--- src/rtl/accum_pkg.sv ---
// accum_pkg: shared types, default widths and the saturating-add helper
// for the accum_bank accumulator.
package accum_pkg;

  localparam int unsigned DATAW_DEF  = 32;
  localparam int unsigned ACCUMW_DEF = 40;
  localparam int unsigned CNTW_DEF   = 16;

  typedef logic signed [DATAW_DEF-1:0]  data_t;
  typedef logic signed [ACCUMW_DEF-1:0] acc_t;
  typedef logic        [CNTW_DEF-1:0]   cnt_t;

  localparam acc_t ACC_MAX = {1'b0, {(ACCUMW_DEF-1){1'b1}}};
  localparam acc_t ACC_MIN = {1'b1, {(ACCUMW_DEF-1){1'b0}}};

  // Widest supported lane width. Operands are sign-extended into this
  // width so one helper serves any ACCUMW up to MAXW.
  localparam int unsigned MAXW = 64;
  typedef logic signed [MAXW-1:0] wide_t;

  typedef struct packed {
    logic  sat;
    wide_t val;
  } sat_res_t;

  // Adds two w-bit signed values (sign-extended to MAXW) and clamps the
  // result to the signed w-bit range, flagging when a clamp occurred.
  function automatic sat_res_t sat_add(input wide_t a, input wide_t b,
                                       input int unsigned w);
    logic signed [MAXW:0] s;
    logic signed [MAXW:0] hi;
    logic signed [MAXW:0] lo;
    sat_res_t             r;
    s  = {a[MAXW-1], a} + {b[MAXW-1], b};
    hi = ((MAXW+1)'(1) << (w - 1)) - (MAXW+1)'(1);
    lo = -hi - (MAXW+1)'(1);
    r.sat = 1'b0;
    r.val = s[MAXW-1:0];
    if (s > hi) begin
      r.sat = 1'b1;
      r.val = hi[MAXW-1:0];
    end else if (s < lo) begin
      r.sat = 1'b1;
      r.val = lo[MAXW-1:0];
    end
    return r;
  endfunction

endpackage

--- src/rtl/accum_bank_lane.sv ---
// accum_lane: one lane's accumulator register, adder and saturation sticky.
// Saturating add is built when ACCUM_SAT_EN is defined; otherwise the add
// wraps and sat_next is tied low.
module accum_lane
  import accum_pkg::*;
#(
  parameter int unsigned DATAW  = 32,
  parameter int unsigned ACCUMW = 40
) (
  input  logic              clk,
  input  logic              rst,
  input  logic              accept,
  input  logic              first,
  input  logic              last,
  input  logic [DATAW-1:0]  din,
  output logic [ACCUMW-1:0] acc_next,
  output logic              sat_next
);

  logic signed [DATAW-1:0]  din_s;
  logic signed [ACCUMW-1:0] din_ext;
  logic signed [ACCUMW-1:0] base;
  logic        [ACCUMW-1:0] acc_q, acc_d;

  assign din_s   = din;
  assign din_ext = ACCUMW'(din_s);
  assign base    = first ? '0 : acc_q;

`ifdef ACCUM_SAT_EN
  logic     sticky_q, sticky_d;
  sat_res_t add_r;

  // Saturating add and sticky update; sticky restarts on first.
  always_comb begin
    add_r    = sat_add(wide_t'(base), wide_t'(din_ext), ACCUMW);
    acc_next = add_r.val[ACCUMW-1:0];
    sat_next = (first ? 1'b0 : sticky_q) | add_r.sat;
    sticky_d = sticky_q;
    if (accept) sticky_d = last ? 1'b0 : sat_next;
  end

  // Sticky saturation flag register.
  always_ff @(posedge clk or posedge rst) begin
    if (rst) sticky_q <= 1'b0;
    else     sticky_q <= sticky_d;
  end
`else
  // Wrapping add; no saturation tracking.
  always_comb begin
    acc_next = base + din_ext;
    sat_next = 1'b0;
  end
`endif

  // Next accumulator: cleared after a completed vector, else the new sum.
  always_comb begin
    acc_d = acc_q;
    if (accept) acc_d = last ? '0 : acc_next;
  end

  // Accumulator register.
  always_ff @(posedge clk or posedge rst) begin
    if (rst) acc_q <= '0;
    else     acc_q <= acc_d;
  end

endmodule

--- src/rtl/accum_bank.sv ---
// accum_bank: LANES-wide signed accumulator delimited by first/last with a
// registered valid/ready result. Optional ACCUM_SAT_EN selects saturating
// per-lane adds with sticky osat reporting.
module accum_bank
  import accum_pkg::*;
#(
  parameter int unsigned DATAW  = 32,
  parameter int unsigned ACCUMW = 40,
  parameter int unsigned LANES  = 4,
  parameter int unsigned CNTW   = 16
) (
  input  logic                    clk,
  input  logic                    rst,
  input  logic [LANES*DATAW-1:0]  data,
  input  logic                    ivalid,
  input  logic                    first,
  input  logic                    last,
  output logic                    iready,
  output logic [LANES*ACCUMW-1:0] result,
  output logic [CNTW-1:0]         obeats,
  output logic [LANES-1:0]        osat,
  output logic                    ovalid,
  input  logic                    oready
);

  logic                    accept;
  logic [LANES*ACCUMW-1:0] lane_acc_next;
  logic [LANES-1:0]        lane_sat;
  logic [CNTW-1:0]         cnt_q, cnt_d, cnt_next;
  logic [LANES*ACCUMW-1:0] result_q, result_d;
  logic [CNTW-1:0]         obeats_q, obeats_d;
  logic [LANES-1:0]        osat_q, osat_d;
  logic                    ovalid_q, ovalid_d;

  assign iready = ~rst & ~(ovalid_q & ~oready);
  assign accept = ivalid & iready;

  for (genvar i = 0; i < LANES; i++) begin : g_lane
    accum_lane #(
      .DATAW  (DATAW),
      .ACCUMW (ACCUMW)
    ) u_lane (
      .clk      (clk),
      .rst      (rst),
      .accept   (accept),
      .first    (first),
      .last     (last),
      .din      (data[i*DATAW +: DATAW]),
      .acc_next (lane_acc_next[i*ACCUMW +: ACCUMW]),
      .sat_next (lane_sat[i])
    );
  end

  // Beat count, output register load and valid handshake.
  always_comb begin
    cnt_d    = cnt_q;
    result_d = result_q;
    obeats_d = obeats_q;
    osat_d   = osat_q;
    ovalid_d = ovalid_q;
    if (first)               cnt_next = CNTW'(1);
    else if (&cnt_q)         cnt_next = cnt_q;
    else                     cnt_next = cnt_q + CNTW'(1);
    if (ovalid_q && oready)  ovalid_d = 1'b0;
    if (accept) begin
      if (last) begin
        result_d = lane_acc_next;
        obeats_d = cnt_next;
        osat_d   = lane_sat;
        ovalid_d = 1'b1;
        cnt_d    = '0;
      end else begin
        cnt_d    = cnt_next;
      end
    end
  end

  // Control and output registers.
  always_ff @(posedge clk or posedge rst) begin
    if (rst) begin
      cnt_q    <= '0;
      result_q <= '0;
      obeats_q <= '0;
      osat_q   <= '0;
      ovalid_q <= 1'b0;
    end else begin
      cnt_q    <= cnt_d;
      result_q <= result_d;
      obeats_q <= obeats_d;
      osat_q   <= osat_d;
      ovalid_q <= ovalid_d;
    end
  end

  assign result = result_q;
  assign obeats = obeats_q;
  assign osat   = osat_q;
  assign ovalid = ovalid_q;

endmodule

--- config.mk ---
export PLATFORM = sky130hd
export DESIGN_NAME = accum_bank
export DESIGN_NICKNAME = d
export VERILOG_FILES = /design/src/rtl/accum_pkg.sv /design/src/rtl/accum_bank_lane.sv /design/src/rtl/accum_bank.sv
export SDC_FILE = /design/constraint.sdc
export NUM_CORES = 1
export LEC_CHECK = 0
export CAP_MARGIN = 20
export CORE_MARGIN = 2
export CORE_UTILIZATION = 57
export CTS_BUF_LIST = sky130_fd_sc_hd__clkbuf_2 sky130_fd_sc_hd__clkbuf_4 sky130_fd_sc_hd__clkbuf_8
export DETAILED_ROUTE_END_ITERATION = 8
export PLACE_DENSITY = 0.89
export SETUP_SLACK_MARGIN = 0.3
export SLEW_MARGIN = 20
export SYNTH_ARGS = -nofsm -noshare
export SYNTH_HDL_FRONTEND = slang
export SYNTH_SLANG_ARGS = --single-unit
export TNS_END_PERCENT = 10
--- constraint.sdc ---
create_clock -name clk -period 15.4 [get_ports clk]
set_input_delay 1.54 -clock clk [delete_from_list [all_inputs] [get_ports clk]]
set_output_delay 1.54 -clock clk [all_outputs]
set_load 0.01 [all_outputs]
==> impl_metrics.tcl <==
# implementation run metrics
set metrics [dict create \
    outcome "complete, no violations" \
    globalRouteTotalUtil_pct 29.9 \
    dp_slack_ns 9.59 \
    grt_pass1_wl_mm 101 \
    ys.warnings.count 0 \
    filler_cell_count 2946 \
    top_logic_kind "AND-OR/OR-AND gates" \
    muxShareOfSynthArea_pct 6.37 \
    hp-class "flop to flop" \
    cellPowerDensity_mw_per_mm2 134 \
    initCoreUtil_pct 58.0 \
    timing.critical_path.from_type "input port" \
    drtIter0Drc 1305 \
    finalSetupViolCount 0 \
    routedWlPerCell_um 19.5 \
    clk_root_buffer_cell "clkbuf_8" \
    critical_path.reg2reg.startpoint "g_lane[2].u_lane.acc_q[0]$_DFFE_PP0P_" \
    edf_count 0 \
    cellLeakagePower_nw 12.6 \
    number_of_library_cell_types_mapped_by_synthesis 88 \
    numClockSinks 353 \
    die_x_um 203 \
    syn_to_final_growth_pct 21.2 \
    setup.reg_to_reg.worst_slack_ns 11.58 \
    synth.ff_latch_count 353 \
    cts.repair.resized 0 \
    yosys.area.top_type "dfrtp_1" \
    switching_power_w 0.00121 \
    grt.overflow.total 0 \
    reg2reg_to "result[106]$_DFFE_PP0P_" \
    synth_adder_area_share_pct 9.05 \
    slew_viol_final 0 \
    gp_congestion 0.969 \
    clock_power_share_pct 25.7 \
    mappedNetlistArea_mm2 0.0226 \
    timing.hold.worst.start "g_lane[0].u_lane.acc_q[0]$_DFFE_PP0P_" \
    wirelength_mm 61.5 \
    ys_area_mm2 0.0226 \
    power.combinational.fraction_pct 37.8 \
    avgViaCountPerCell 6.08 \
    warning_count 29 \
    post_layout_nets 2890 \
    die_area_mm2 0.0412 \
    cts_setup_buffers 0 \
    ys_cells 2328 \
    syn-mean-instance-area_um2 9.70 \
    yosys.area.top_type_share_pct 39.1 \
    drt_pre_antenna_iters 5 \
    ys_dominant_reg_cell "dfrtp_1" \
    first_global_vias 19300 \
    min_path_cells 2 \
    grt_max_degree 106 \
    post_synth_and_or_nand_nor_area_fraction_pct 14.3 \
    skew_ns 0.0249 \
    cp_data_arrival_time_ns 5.75 \
    clockBufferDepth 3 \
    finalSetupTns_ns 0 \
    tightest_slew_ns 0.988 \
    max_freq_mhz 192 \
    synthesis.instances 2328 \
    min_delay_worst_endpoint "g_lane[0].u_lane.acc_q[0]$_DFFE_PP0P_" \
    top_cells_by_instance_count_after_synthesis "353 x dfrtp_1, 196 x nand2_1, 173 x nor2b_1" \
    rsz0062_at_grt "no" \
    fraction_of_layout_instances_using_a_drive_strength_above_1_pct 10.7 \
    rr_worst_depth 14 \
    io_buffers 311 \
    internal-power_w 0.00245 \
    hold_viol_final 0 \
    tritoncts "yes" \
    topCellsByArea "dfrtp_1 39%, ha_1 8.7%, mux2_2 6.2%" \
    finalCriticalPeriod_ns 5.20 \
    post_cts_hold_buffers 0 \
    power.share.sequential_pct 36.6 \
    num_io_pins 316 \
    data_required_time_of_the_critical_path_ns 15.95 \
    htree_num_levels 2 \
    via_count 19200 \
    synth-seq-area-share_pct 39.1 \
    critical_path.max_fanout 73 \
    antenna_left 0 \
    cap_viol_max_count 0 \
    yosys.cell_count.top_type "dfrtp_1" \
    clkTransAtPathRegs_ns 0.06 \
    cts_bufs_inserted 59 \
    timing.critical_path.to_type "flop" \
]
[worst max-delay path by stage]
stage                                   to  start
floorplan             cnt_q[0]$_DFFE_PP0P_    rst
global placement    result[39]$_DFFE_PP0P_  first
detailed placement  result[39]$_DFFE_PP0P_  first
CTS                                 iready    rst
global route        result[39]$_DFFE_PP0P_  first
finish              result[39]$_DFFE_PP0P_  first
[worst max-delay path, stage by stage]
cell,delay (ns)
buf_6,0.25
buf_4,0.74
nor2b_1,0.12
ha_1,0.37
a21oi_1,0.16
nor2_1,0.06
a311oi_1,0.57
o2111ai_1,0.35
a31oi_1,0.34
o31ai_1,0.18
a221oi_1,0.43
o21ai_1,0.16
xnor2_1,0.18
mux2_2,0.27
[power groups by stage]
stage	Clock, W	Sequential, W	Combinational (W)
floorplan	0	0.00139	0.000727
global placement	0	0.00134	0.00134
detailed placement	0	0.00135	0.00137
CTS	0.000958	0.00134	0.00138
global route	0.000999	0.00137	0.00150
finish	0.000940	0.00134	0.00138
[registers in the layout (all words and copies together) (netlist names)]
register / flops
obeats: 16
cnt_q: 16
g_lane.u_lane.acc_q: 160
result: 160
ovalid: 1
[through the flow]
step	cell area, µm²	total power (W)	utilization [%]	instances	hold WS [ns]
2_1_floorplan	22600	0.00212	-	2331	0.431
3_3_place_gp	26000	0.00268	66.8	3052	0.441
3_5_place_dp	26000	0.00272	66.8	3052	0.449
4_1_cts	27400	0.00368	70.3	3161	0.463
5_1_grt	27400	0.00386	70.3	3161	0.479
6_report	27400	0.00366	70.3	3162	0.459
[layout make-up]
| class | count | area [µm²] | share of cell area [%] |
|---|---|---|---|
| Clock buffer | 92 | 1150 | 4.19 |
| Timing Repair Buffer | 326 | 3230 | 11.8 |
| Multi-Input combinational cell | 1797 | 13100 | 47.8 |
| Clock inverter | 17 | 191 | 0.700 |
| Sequential cell | 353 | 8830 | 32.3 |
| Inverter | 58 | 225 | 0.823 |
| Antenna cell | 1 | 2.50 | 0.00915 |
| Tap cell | 518 | 648 | 2.37 |
[placed cells by master (no fill, tap or decap), drive strengths merged, types with 14 or more instances in the layout]
master,netlist,routed
dfrtp,353,353
clkdlybuf4s50,0,310
nand2,197,197
nor2b,173,173
o21ai,164,164
ha,157,157
a21oi,136,136
mux2,125,125
a22o,121,121
xnor2,100,100
a21o,92,92
clkbuf,108,92
nor2,87,87
xor2,58,58
inv,57,58
nand3,33,33
nand4,31,31
a31oi,26,26
o31ai,26,26
o21bai,23,23
o21a,22,22
nor3,21,21
nand2b,19,19
a211oi,17,17
and3,17,17
buf,15,16
o211ai,14,14
[kinds of logic after synthesis]
logic type	after synthesis
multiplexers	128
flip-flops	353
AND/OR/NAND/NOR	629
buffers and inverters	181
XOR/XNOR	159
other	1
AND-OR/OR-AND	716
adder cells (fa/ha/maj)	161
[routing by layer]
metal  track usage (%)  vias up  part of all wire, %
met2              48.6      745                   46
met1              39.5     9342                   43
met5                 0        -                0.026
met4              11.8        2                  3.3
li1                  -     9001                    -
met3              6.08      139                  7.4
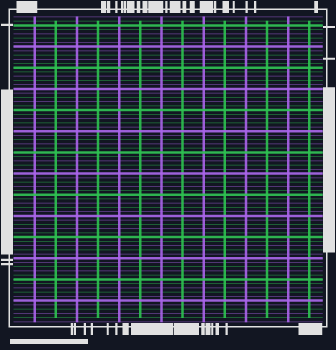
**Above:** PDN straps and rails.
Scale bar: 50 µm. Pins as bars on the die edge.
- green: VDD
- purple: VSS
- met5 straps: 14
- signal pins: 316
- met4 straps: 14
Placeable Area: 0.0389 mm²
worst IR drop on VDD: 0.0912 mV
die height: 203 µm

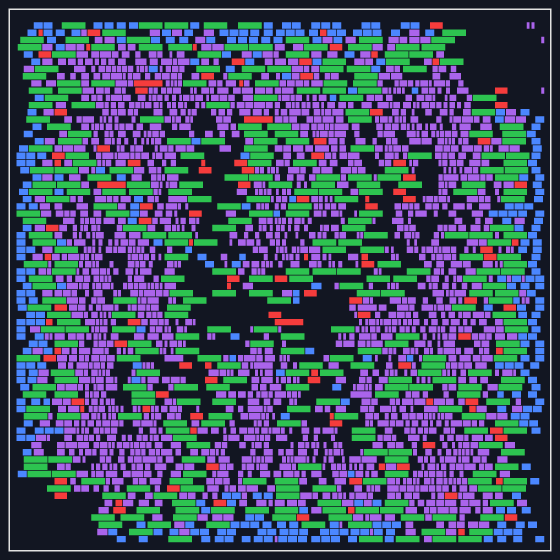
**Above:** placement by cell class.
- red: clock drivers and dummy loads (cells 109)
- purple: all other logic (cells 1855)
- green: flops (cells 353)
- blue: other buffers and delay cells (cells 326)
Seq area share: 32.3%
Site Rows: 72
final design utilization: 70.3%

No activity file was given, so power comes from the tool's default toggle rates.
